### config.mk
export PLATFORM = sky130hd
export DESIGN_NAME = count_sweep_ctrl
export DESIGN_NICKNAME = d
export VERILOG_FILES = /design/src/rtl/count_sweep_pkg.sv /design/src/rtl/sweep_div_tick.sv /design/src/rtl/count_sweep_ctrl.sv
export SDC_FILE = /design/constraint.sdc
export NUM_CORES = 1
export LEC_CHECK = 0
export CAP_MARGIN = 20
export CORE_MARGIN = 3
export CORE_UTILIZATION = 40
export DETAILED_ROUTE_END_ITERATION = 7
export PLACE_DENSITY = 0.69
export SETUP_SLACK_MARGIN = 0.4
export SYNTH_ARGS = -nofsm -noshare
export SYNTH_HDL_FRONTEND = slang
export SYNTH_SLANG_ARGS = --single-unit
### constraint.sdc
create_clock -name clk -period 2 [get_ports clk]
set_clock_uncertainty 0.05 [all_clocks]
set_input_delay 0.2 -clock clk [delete_from_list [all_inputs] [get_ports clk]]
set_output_delay 0.2 -clock clk [all_outputs]
set_load 0.02 [all_outputs]
### src/rtl/count_sweep_pkg.sv
// Shared types for the count sweep controller: FSM state encoding, the latched
// command bundle and the direction helper.
package count_sweep_pkg;

  // Default widths. The latched command struct is sized from these, so the top-level
  // WIDTH/DIVW parameters must keep the same values.
  localparam int unsigned SweepWidth = 8;
  localparam int unsigned SweepDivw  = 4;

  localparam logic [1:0] EncIdle = 2'd0;
  localparam logic [1:0] EncLoad = 2'd1;
  localparam logic [1:0] EncRun  = 2'd2;
  localparam logic [1:0] EncDone = 2'd3;

  typedef enum logic [1:0] {
    StIdle = EncIdle,
    StLoad = EncLoad,
    StRun  = EncRun,
    StDone = EncDone
  } sweep_state_e;

  typedef struct packed {
    logic [SweepWidth-1:0] start_val;
    logic [SweepWidth-1:0] end_val;
    logic [SweepDivw-1:0]  div;
  } sweep_cmd_t;

  // Count up when the end lies above the start; equal values never step.
  function automatic logic sweep_dir(input logic [SweepWidth-1:0] start_val,
                                     input logic [SweepWidth-1:0] end_val);
    return end_val > start_val;
  endfunction

endpackage

### src/rtl/sweep_div_tick.sv
// Step-rate divider: tick is high once every div+1 cycles while clear is low.
module sweep_div_tick #(
  parameter int unsigned DIVW = 4
) (
  input  logic            clk,
  input  logic            rst_n,
  input  logic            clear,
  input  logic [DIVW-1:0] div,
  output logic            tick
);

  logic [DIVW-1:0] cnt_q, cnt_d;

  assign tick = (cnt_q == div);

  // Restart on clear or after each tick, otherwise keep counting.
  always_comb begin
    cnt_d = cnt_q + 1'b1;
    if (clear || tick) begin
      cnt_d = '0;
    end
  end

  // Divider count register.
  always_ff @(posedge clk or negedge rst_n) begin
    if (!rst_n) begin
      cnt_q <= '0;
    end else begin
      cnt_q <= cnt_d;
    end
  end

endmodule

### src/rtl/count_sweep_ctrl.sv
// Sweep sequencer for a loadable up/down counter that has no enable: every
// non-step cycle reloads the counter's own value to freeze it.
// Optional feature macro: SWEEP_PINGPONG_EN (sweep out to end and back to start).
module count_sweep_ctrl
  import count_sweep_pkg::*;
#(
  parameter int unsigned WIDTH = SweepWidth,
  parameter int unsigned DIVW  = SweepDivw
) (
  input  logic             clk,
  input  logic             rst_n,
  input  logic             cmd_valid,
  output logic             cmd_ready,
  input  logic [WIDTH-1:0] cmd_start,
  input  logic [WIDTH-1:0] cmd_end,
  input  logic [DIVW-1:0]  cmd_div,
  input  logic             abort,
  input  logic [WIDTH-1:0] ctr_count,
  output logic             ctr_load,
  output logic             ctr_m,
  output logic [WIDTH-1:0] ctr_data,
  output logic             busy,
  output logic             done,
  output logic             aborted
);

  sweep_state_e state_q, state_d;
  sweep_cmd_t   cmd_q, cmd_d;
  logic         dir_q, dir_d;
  logic         aborted_q, aborted_d;
  logic         div_clear;
  logic         tick;
  logic         at_end;

`ifdef SWEEP_PINGPONG_EN
  // Set once the first leg has turned around.
  logic         leg_q, leg_d;
`endif

  sweep_div_tick #(
    .DIVW (DIVW)
  ) u_div_tick (
    .clk   (clk),
    .rst_n (rst_n),
    .clear (div_clear),
    .div   (cmd_q.div),
    .tick  (tick)
  );

  assign at_end = (ctr_count == cmd_q.end_val);

  // Next-state and counter drive; default is to hold the counter by reloading it.
  always_comb begin
    state_d   = state_q;
    cmd_d     = cmd_q;
    dir_d     = dir_q;
    aborted_d = aborted_q;
`ifdef SWEEP_PINGPONG_EN
    leg_d     = leg_q;
`endif
    div_clear = 1'b1;
    cmd_ready = 1'b0;
    busy      = 1'b0;
    done      = 1'b0;
    aborted   = 1'b0;
    ctr_load  = 1'b1;
    ctr_m     = 1'b0;
    ctr_data  = ctr_count;

    unique case (state_q)
      StIdle: begin
        cmd_ready = 1'b1;
        if (cmd_valid) begin
          cmd_d.start_val = cmd_start;
          cmd_d.end_val   = cmd_end;
          cmd_d.div       = cmd_div;
          dir_d           = sweep_dir(cmd_start, cmd_end);
          aborted_d       = 1'b0;
`ifdef SWEEP_PINGPONG_EN
          leg_d           = 1'b0;
`endif
          state_d         = StLoad;
        end
      end

      StLoad: begin
        busy = 1'b1;
        if (abort) begin
          aborted_d = 1'b1;
          state_d   = StDone;
        end else begin
          ctr_data = cmd_q.start_val;
          state_d  = StRun;
        end
      end

      StRun: begin
        busy      = 1'b1;
        div_clear = 1'b0;
        if (abort) begin
          aborted_d = 1'b1;
          state_d   = StDone;
        end else if (at_end) begin
`ifdef SWEEP_PINGPONG_EN
          // Degenerate start==end completes without a return leg.
          if (!leg_q && (cmd_q.start_val != cmd_q.end_val)) begin
            cmd_d.start_val = cmd_q.end_val;
            cmd_d.end_val   = cmd_q.start_val;
            dir_d           = ~dir_q;
            leg_d           = 1'b1;
            div_clear       = 1'b1;
          end else begin
            state_d = StDone;
          end
`else
          state_d = StDone;
`endif
        end else if (tick) begin
          ctr_load = 1'b0;
          ctr_m    = dir_q;
        end
      end

      StDone: begin
        done      = 1'b1;
        aborted   = aborted_q;
        aborted_d = 1'b0;
        state_d   = StIdle;
      end

      default: state_d = StIdle;
    endcase
  end

  // State and latched command registers.
  always_ff @(posedge clk or negedge rst_n) begin
    if (!rst_n) begin
      state_q   <= StIdle;
      cmd_q     <= '0;
      dir_q     <= 1'b0;
      aborted_q <= 1'b0;
    end else begin
      state_q   <= state_d;
      cmd_q     <= cmd_d;
      dir_q     <= dir_d;
      aborted_q <= aborted_d;
    end
  end

`ifdef SWEEP_PINGPONG_EN
  // Leg tracking register.
  always_ff @(posedge clk or negedge rst_n) begin
    if (!rst_n) begin
      leg_q <= 1'b0;
    end else begin
      leg_q <= leg_d;
    end
  end
`endif

endmodule

Fig. 1: cell placement
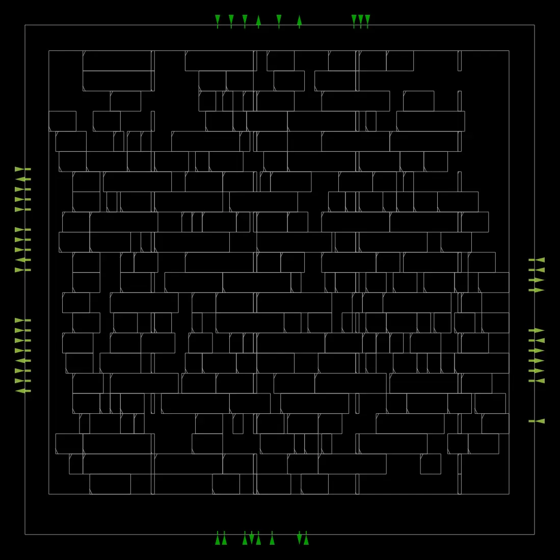
fin cells: 255
row count: 22
Layout Utilization: 68.2%
n_taps: 48
core area: 3720 um^2

Fig. 2: cells colored by class
Drawn at 6 px/um.
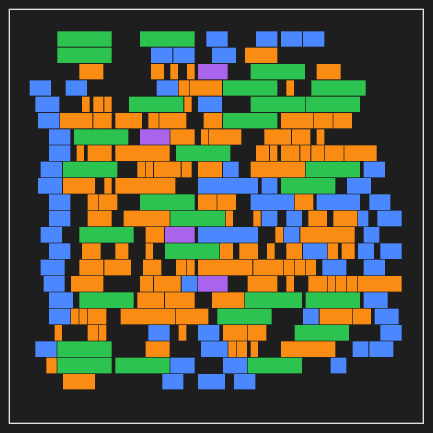
color	class	cells
orange	all other logic	113
green	flip-flops	28
blue	other buffers and delay cells	62
purple	clock drivers and dummy loads	4

Fig. 3: port wiring
Drawn at 4 px/um.
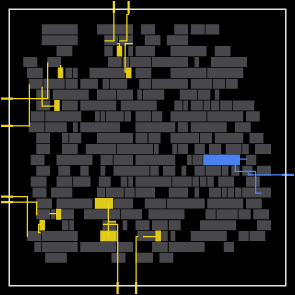
color	port	bits	direction	end cells	buffers	wire
yellow	cmd_start	8	input	9	8	147 um
blue	cmd_ready	1	output	1	1	26.3 um

Fig. 4: the metal 1 layer
Drawn at 6 px/um. Supply wires on this layer in gray. Cells faint in the background.
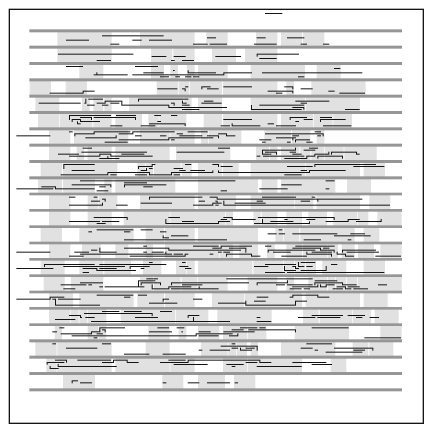
nets with wire on the layer	215
share of all routed wire	42%
wire length on this layer	1,620 um

Fig. 5: placement density heat map
Drawn at 6 px/um. 7 x 7 tiles, from dark blue (low) to red (high), 0 to 100% covered.
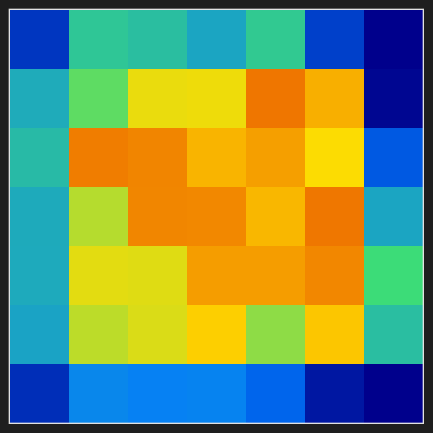
tiles over 75% full	31%
mean over tiles	52%
densest ninth of the die	center
emptiest ninth of the die	upper right
nearly empty tiles	6.1%

==> metal layers <==
metal / part of all wire [%] / track usage (%)
met5: 0 / 0
met4: 0.52 / 3.41
met3: 4.7 / 2.43
met2: 53 / 31.5
met1: 42 / 20.6
==> flip-flops by register name, summed over array words and instances, names as in the netlist <==
signal and count:
cmd_q 20, u_div_tick.cnt_q 4, state_q 2, aborted_q 1, dir_q 1
==> metrics by stage <==
stage	hold slack (ns)	utilization, %
after global routing	0.194	68.2
after detailed placement	0.422	58.9
after global placement	0.408	58.9
after CTS	0.276	64.8
final	0.191	68.2
after floorplan	-0.146	-
==> kinds of logic after synthesis <==
kind of cell	count (synthesis)	synth area share [%]
compound gates	23	9.21
mux	20	14.3
buf+inv	16	4.05
flops	28	44.5
xor+xnor	14	7.78
simple gates	31	9.85
fa+ha+maj	13	10.3
==> worst register-to-register path: cells and delay by family, from the launching register on <==
kind          cells  cell delay, ns
fa+ha+maj         1            0.18
buf+inv           4            0.43
flops             1            0.39
mux               1            0.34
simple gates      1            0.10
==> layout make-up <==
type / instances / area, um^2 / area share [%]
timing repair buffer: 62 / 667 / 26.3
inverter: 12 / 45.0 / 1.78
clock buffer: 4 / 55.1 / 2.17
sequential: 28 / 702 / 27.7
tap: 48 / 60.1 / 2.37
multi-input combinational: 101 / 1010 / 39.7
==> how the worst max path moves through the flow <==
| stage | start | end | slack [ns] | cells past startpoint |
|---|---|---|---|---|
| floorplan | state_q[0] | ctr_m | 0.44 | 6 |
| global placement | ctr_count[4] | ctr_load | -0.19 | 6 |
| detailed placement | ctr_count[4] | ctr_load | -0.21 | 6 |
| CTS | state_q[0] | ctr_m | 0.17 | 7 |
| global route | state_q[0] | ctr_m | 0.08 | 7 |
| finish | state_q[1] | ctr_data[2] | 0.16 | 6 |
==> out/qor.txt <==
Clk pwr share: 11.3%
Residual DRC: 0
sum of negative setup slack: 0 ns
largest net degree at the start of global routing: 29
clk slew on worst S/H paths: 0.09 ns
postcts setup bufs: 2
switching share of power: 35.2%
flop2flop setup slack: 0.40 ns
total power: 3090 uW
sequential cell power: 1000 uW
first-pass GRT wire length: 5980 um
layout cells sized above 1: 38.2%
asr flop ratio synth: 100%
clock sink total: 28
EDFF count, synth: 0
clock-net power: 351 uW
Reg2Reg Depth: 7
Yosys Chip Area: 1580 um^2
First-pass DRT Iterations: 4
vias in the first global route: 1,337
die height: 68.8 um
CP peak stage delay: 0.41 ns
area share, top type: 44.5%
Synth flops: 28
Slew HR: 74.9%
Crit Reg-Reg Endpoint: cmd_q[9]
Crit path max-delay family: flip-flops
Num CTS Buffers: 3
Power Density: 1220 nW/um^2
crit share post-route: 92.2%
Fillers: 280
worst hold start: cmd_start[1]
Pins Over Slew Limit: 0
DIE AREA: 4730 um^2
P&R area growth vs syn: 61.0%
top_reg_cell synth: dfrtp_1
status: finished clean
Worst-Skew Late Latency: 0.27 ns
Critical Path Slowest Stage Cell: dfrtp_1
CTS-repair resized insts: 98
nature of the critical path endpoint: output port
Routed Antenna Nets: 0
Power and IR drop assume default switching activity.
